$ cat src/rtl/gpioemu_mulcnt_if.sv
// gpioemu_mulcnt_if: saddress/srd/swr slave register bus of the multiply/popcount coprocessor.
interface gpioemu_mulcnt_if;
  logic [15:0] saddress;
  logic        srd;
  logic        swr;
  logic [31:0] sdata_in;
  logic [31:0] sdata_out;
  modport master(output saddress, srd, swr, sdata_in, input sdata_out);
  modport slave(input saddress, srd, swr, sdata_in, output sdata_out);
endinterface

$ cat src/rtl/gpioemu_mulcnt.sv
// gpioemu_mulcnt: bus-mapped bit-serial multiply + popcount coprocessor.
// Define MULCNT_SATURATE_EN to saturate W/L when the product overflows RESW bits.
module gpioemu_mulcnt #(
  parameter int          OPW       = 24,
  parameter int          RESW      = 32,
  parameter int          CNTW      = 16,
  parameter logic [15:0] BASE_ADDR = 16'h0380
) (
  input  logic                   clk,
  input  logic                   n_reset,
  gpioemu_mulcnt_if.slave        bus,
  input  logic [31:0]            gpio_in,
  input  logic                   gpio_latch,
  output logic [31:0]            gpio_out,
  output logic [31:0]            gpio_in_s_insp
);
  localparam int PW = 2 * OPW;
  localparam int BW = (OPW > 1) ? $clog2(OPW) : 1;
  localparam int LW = $clog2(RESW + 1);
  typedef enum logic [1:0] {IDLE = 2'd0, MULT = 2'd1, COUNT = 2'd2, DONE = 2'd3} state_e;
  state_e          state_q, state_d;
  logic [OPW-1:0]  a1_q, a1_d, a2_q, a2_d, mplier_q, mplier_d;
  logic [PW-1:0]   acc_q, acc_d, mcand_q, mcand_d;
  logic [BW-1:0]   bit_q, bit_d;
  logic [RESW-1:0] w_q, w_d, w_new;
  logic [LW-1:0]   l_q, l_d, pop;
  logic [CNTW-1:0] cnt_q, cnt_d;
  logic            err_q, err_d, done_q, done_d, valid_q, valid_d, ovf;
  logic            srd_q, swr_q, latch_q;
  logic [31:0]     sdata_q, sdata_d, gin_q, gin_d, rdata;
  logic            rd_rise, wr_rise, hit_a1, hit_a2, hit_ctrl;
  logic            unused_ok;
  assign rd_rise  = bus.srd & ~srd_q;
  assign wr_rise  = bus.swr & ~swr_q;
  assign hit_a1   = bus.saddress == BASE_ADDR;
  assign hit_a2   = bus.saddress == BASE_ADDR + 16'h08;
  assign hit_ctrl = bus.saddress == BASE_ADDR + 16'h20;
  assign unused_ok = ^bus.sdata_in;
  assign ovf = |(acc_q >> RESW);
`ifdef MULCNT_SATURATE_EN
  assign w_new = ovf ? '1 : acc_q[RESW-1:0];
`else
  assign w_new = acc_q[RESW-1:0];
`endif
  always_comb begin
    pop = '0;
    for (int i = 0; i < RESW; i++) pop = pop + LW'(w_new[i]);
  end
  always_comb begin
    rdata = hit_a1                            ? 32'(a1_q) :
            hit_a2                            ? 32'(a2_q) :
            bus.saddress == BASE_ADDR + 16'h10 ? 32'(w_q) :
            bus.saddress == BASE_ADDR + 16'h18 ? 32'(l_q) :
            hit_ctrl                          ? {29'b0, err_q, done_q, valid_q} :
            bus.saddress == BASE_ADDR + 16'h24 ? 32'(state_q) :
            bus.saddress == BASE_ADDR + 16'h28 ? 32'(cnt_q) : 32'h0;
  end
  always_comb begin
    state_d  = state_q;
    a1_d     = a1_q;
    a2_d     = a2_q;
    acc_d    = acc_q;
    mcand_d  = mcand_q;
    mplier_d = mplier_q;
    bit_d    = bit_q;
    w_d      = w_q;
    l_d      = l_q;
    cnt_d    = cnt_q;
    err_d    = err_q;
    done_d   = done_q;
    valid_d  = valid_q;
    sdata_d  = rd_rise ? rdata : sdata_q;
    gin_d    = (gpio_latch & ~latch_q) ? gpio_in : gin_q;
    // Operand writes and start are refused while a job runs and flag err instead.
    if (wr_rise && (hit_a1 || hit_a2 || hit_ctrl)) begin
      if (state_q != IDLE) err_d = 1'b1;
      else if (hit_a1) a1_d = bus.sdata_in[OPW-1:0];
      else if (hit_a2) a2_d = bus.sdata_in[OPW-1:0];
      else begin
        state_d  = MULT;
        done_d   = 1'b0;
        err_d    = 1'b0;
        acc_d    = '0;
        mcand_d  = PW'(a1_q);
        mplier_d = a2_q;
        bit_d    = '0;
      end
    end
    case (state_q)
      MULT: begin
        acc_d    = mplier_q[0] ? acc_q + mcand_q : acc_q;
        mcand_d  = mcand_q << 1;
        mplier_d = mplier_q >> 1;
        bit_d    = bit_q + BW'(1);
        state_d  = (bit_q == BW'(OPW - 1)) ? COUNT : MULT;
      end
      COUNT: begin
        valid_d = ~ovf;
        w_d     = w_new;
        l_d     = pop;
        state_d = DONE;
      end
      DONE: begin
        done_d  = 1'b1;
        cnt_d   = cnt_q + CNTW'(1);
        state_d = IDLE;
      end
      default: ;
    endcase
  end
  always_ff @(posedge clk or negedge n_reset) begin
    if (!n_reset) begin
      state_q  <= IDLE;
      a1_q     <= '0;
      a2_q     <= '0;
      acc_q    <= '0;
      mcand_q  <= '0;
      mplier_q <= '0;
      bit_q    <= '0;
      w_q      <= '0;
      l_q      <= '0;
      cnt_q    <= '0;
      err_q    <= 1'b0;
      done_q   <= 1'b1;
      valid_q  <= 1'b1;
      srd_q    <= 1'b0;
      swr_q    <= 1'b0;
      latch_q  <= 1'b0;
      sdata_q  <= '0;
      gin_q    <= '0;
    end else begin
      state_q  <= state_d;
      a1_q     <= a1_d;
      a2_q     <= a2_d;
      acc_q    <= acc_d;
      mcand_q  <= mcand_d;
      mplier_q <= mplier_d;
      bit_q    <= bit_d;
      w_q      <= w_d;
      l_q      <= l_d;
      cnt_q    <= cnt_d;
      err_q    <= err_d;
      done_q   <= done_d;
      valid_q  <= valid_d;
      srd_q    <= bus.srd;
      swr_q    <= bus.swr;
      latch_q  <= gpio_latch;
      sdata_q  <= sdata_d;
      gin_q    <= gin_d;
    end
  end
  assign bus.sdata_out   = sdata_q;
  assign gpio_out        = 32'(cnt_q);
  assign gpio_in_s_insp  = gin_q;
endmodule

$ cat src/flat_wrapper.sv
// flat-port wrapper written by rule: the top's interface ports become plain ports
module gpioemu_mulcnt_flat 
#(
  parameter int          OPW       = 24,
  parameter int          RESW      = 32,
  parameter int          CNTW      = 16,
  parameter logic [15:0] BASE_ADDR = 16'h0380
)
  (clk, n_reset, gpio_in, gpio_latch, gpio_out, gpio_in_s_insp, bus_saddress, bus_srd, bus_swr, bus_sdata_in, bus_sdata_out);
  gpioemu_mulcnt_if bus_i ();
  input  logic clk;
  input  logic n_reset;
  input  logic [31:0] gpio_in;
  input  logic gpio_latch;
  output logic [31:0] gpio_out;
  output logic [31:0] gpio_in_s_insp;
  input wire logic [$bits(bus_i.saddress)-1:0] bus_saddress;
  input wire logic [$bits(bus_i.srd)-1:0] bus_srd;
  input wire logic [$bits(bus_i.swr)-1:0] bus_swr;
  input wire logic [$bits(bus_i.sdata_in)-1:0] bus_sdata_in;
  output wire logic [$bits(bus_i.sdata_out)-1:0] bus_sdata_out;
  assign bus_i.saddress = bus_saddress;
  assign bus_i.srd = bus_srd;
  assign bus_i.swr = bus_swr;
  assign bus_i.sdata_in = bus_sdata_in;
  assign bus_sdata_out = bus_i.sdata_out;
  gpioemu_mulcnt #(.OPW(OPW), .RESW(RESW), .CNTW(CNTW), .BASE_ADDR(BASE_ADDR)) u_core (.clk(clk), .n_reset(n_reset), .bus(bus_i), .gpio_in(gpio_in), .gpio_latch(gpio_latch), .gpio_out(gpio_out), .gpio_in_s_insp(gpio_in_s_insp));
endmodule
$ cat config.mk
export PLATFORM = sky130hd
export DESIGN_NAME = gpioemu_mulcnt_flat
export DESIGN_NICKNAME = d
export VERILOG_FILES = /design/src/rtl/gpioemu_mulcnt_if.sv /design/src/rtl/gpioemu_mulcnt.sv /design/src/flat_wrapper.sv
export SDC_FILE = /design/constraint.sdc
export NUM_CORES = 1
export LEC_CHECK = 0
export CAP_MARGIN = 20
export CORE_ASPECT_RATIO = 0.6
export CORE_MARGIN = 10
export CORE_UTILIZATION = 30
export CTS_CLUSTER_SIZE = 40
export DETAILED_ROUTE_END_ITERATION = 8
export PLACE_DENSITY = 0.59
export SLEW_MARGIN = 20
export SYNTH_ARGS = -nofsm -noshare
export SYNTH_HDL_FRONTEND = slang
export SYNTH_SLANG_ARGS = --single-unit
$ cat constraint.sdc
create_clock -name clk -period 5.7 [get_ports clk]
set_input_delay 1.14 -clock clk [delete_from_list [all_inputs] [get_ports clk]]
set_output_delay 1.14 -clock clk [all_outputs]
set_load 0.05 [all_outputs]
==> flow_summary.toml <==
# flow metrics
[critical_path]
critPathLaunch = "u_core.acc_q[1]"
reg2reg_to = "u_core.l_q[4]"
path_buffers = 2
arrival_ns = 5.89
cp.required_ns = 6.14
ff2ff_path_depth = 15
crit_fanout = 5
crit_top_cell = "fa_1"
cp-start-kind = "flip-flop"
cp.depth = 15
cp_top_family = "adder cells"

[hold_path]
min_path_type = "flip-flop to flip-flop"
holdCritStartpoint = "u_core.mplier_q[6]"
worstHoldEndpoint = "u_core.mplier_q[5]"

[placed_design]
dp_hpwl_mm = 32.4
globalplace.congestion = 0.886
portBuffers = 156

[final_timing]
slew_headroom = 0.482
fmax_ghz = 0.184
final_max_slew_viol_count = 0
hold_violations = 0
setup_viol = 0
fin_crit_sh = 0.955
fin_crit_ns = 5.45
grt_setup_unrepaired = "false"
setup_tns_ns = 0
worstMarginPinSlew_ns = 0.775
finalClockSkew_ns = 0.0138

[grt]
grt_pass1_wl_mm = 68.8
gr-total-overflow = 0
antenna_found_initial = 1
grt_max_degree = 110
grt_pass1_vias = 11700

[synthesis]
yosysTopAreaCell = "dfrtp_1"
top_cells_by_count = "dfrtp_1 (297), nand2_1 (246), mux2_2 (133)"
ys_seq_share = 0.467
ys_sh_xor = 0.0323
yosysChipArea_um2 = 16000
syn-mean-instance-area_um2 = 10.4
postSynthCellCount = 1540
topCombFamilyByArea = "AND-OR/OR-AND gates"
ys_cells = 1540
synth.distinct_cells = 79
synth_top_area_share = 0.464
topCellsByArea = "dfrtp_1 (46%), mux2_2 (9.3%), nand2_1 (5.8%), ha_1 (4.8%), mux2i_1 (3.5%)"
synth-adder-area-share = 0.0789
mux_area_frac = 0.128
edf_count = 0
syn_area_um2 = 16000
ys_seq_elements = 299

[routing]
finalWirelength_mm = 43.8
drt_first_pass_iters = 5
routedWlPerCell_um = 18.3
vias = 11800
drt_iter0_drc = 1003
ant_nets = 0
routed_via_density = 4.95

[pwr]
vdd_drop_max_uv = 1230
power_mw = 11.3
p_leak_nw = 8.79
power.density_nw_per_um2 = 585

[clock_network]
cts_hold_buf = 0
cts_tree = "built"
clk_latency_ns = 0.56
cts_root_buf = "clkbuf_16"
cts_setup_buffers = 0
cts_sinks = 299
clkTransAtPathRegs_ns = 0.07
cts_buffers = 27
clockBufferDepth = 3
cts.repair.resized = 0

[layout]
area_delta_synth_final_pct = 20.1
drive_above_1_share = 0.138
fin_nets = 1835
lay_top_cells = "dfrtp_1 (297), nand2_1 (246), clkdlybuf4s50_1 (155)"
diodes = 0
layout.cells.most_common = "dfrtp_1"

[run]
cap_violations = 0

[floorplan]
dieArea_um2 = 63400
initial_utilization = 0.304
die.size.y_um = 199
top_level_ports = 181

[outcome]
outcome = "finished, final reports clean"
registers in the layout, indices dropped and copies added, names as in the netlist, 5 cells and up, named ones only:
name / count
u_core.mplier_q: 24
u_core.bit_q: 5
u_core.cnt_q: 16
u_core.a1_q: 24
u_core.w_q: 32
u_core.mcand_q: 48
u_core.gpio_in_s_insp: 32
u_core.bus.sdata_out: 32
u_core.acc_q: 48
u_core.l_q: 6
u_core.a2_q: 24
metrics by stage:
step                instances  area, µm²  utilization  hold WS (ns)  setup WS [ns]
floorplan                1555      16100            -         0.438          0.511
global placement         2338      18300        0.347         0.459          0.300
detailed placement       2338      18300        0.347         0.470          0.250
CTS                      2387      19200        0.365         0.486          0.219
global route             2387      19200        0.365         0.504         0.0442
finish                   2387      19200        0.365         0.478          0.255
worst max path at each step:
stage / endpoint / slack, ns
after CTS: u_core.l_q[4] / 0.22
final: u_core.l_q[4] / 0.25
after global placement: u_core.l_q[4] / 0.30
after detailed placement: u_core.l_q[4] / 0.25
after floorplan: u_core.l_q[4] / 0.51
after global routing: u_core.l_q[4] / 0.04
layer usage:
layer,track usage,vias up,routed length [µm]
li1,-,5619,-
met1,0.213,5924,23400
met2,0.181,253,17700
met3,0.0279,28,2390
met4,0.0104,0,278
met5,0,-,0
area by class of cell:
| type | instances | area [µm²] |
|---|---|---|
| Tap cell | 703 | 880 |
| Clock buffer | 35 | 736 |
| Timing Repair Buffer | 175 | 1730 |
| Clock inverter | 14 | 199 |
| Inverter | 67 | 251 |
| Sequential cell | 299 | 7480 |
| Fill cell | 5210 | 33500 |
| Multi-Input combinational cell | 1094 | 7960 |
power breakdown:
part | leakage [nW] | internal, mW | switching, mW
Sequential | 3.85 | 2.52 | 0.421
Combinational | 4.48 | 2.72 | 3.62
Clock | 0.466 | 1.14 | 0.837
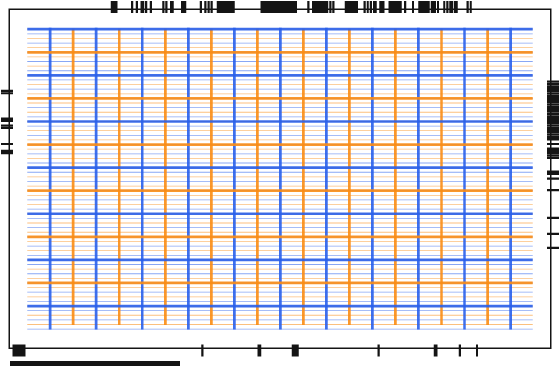
**Above:** supply network.
Scale bar: 100 µm. Pins as bars on the die edge.
Key: VDD = orange; VSS = blue
66 met1 rails follow the rows. 21 straps on met4. 13 straps on met5. The core has 65 rows. 181 signal pins sit on the boundary.

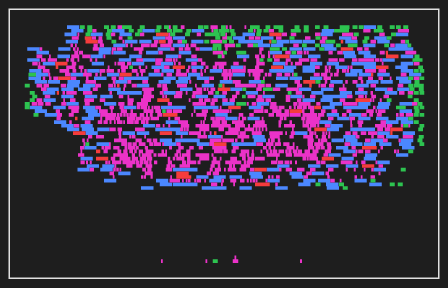
**Above:** placed cells, one colour a class.
Key: remaining buffers and delay cells = green [cells 175, share of their area 9.4%]; combinational and other logic = magenta [cells 1,161, share of their area 45%]; clock drivers and dummy loads = red [cells 49, share of their area 5.1%]; sequential cells = blue [cells 299, share of their area 41%]
num rows: 65
core area: 52,700 µm²
post-layout util: 0.365
post-layout instance area: 19,200 µm²
flop share of the area: 0.389

No activity file was given, so power comes from the tool's default toggle rates.
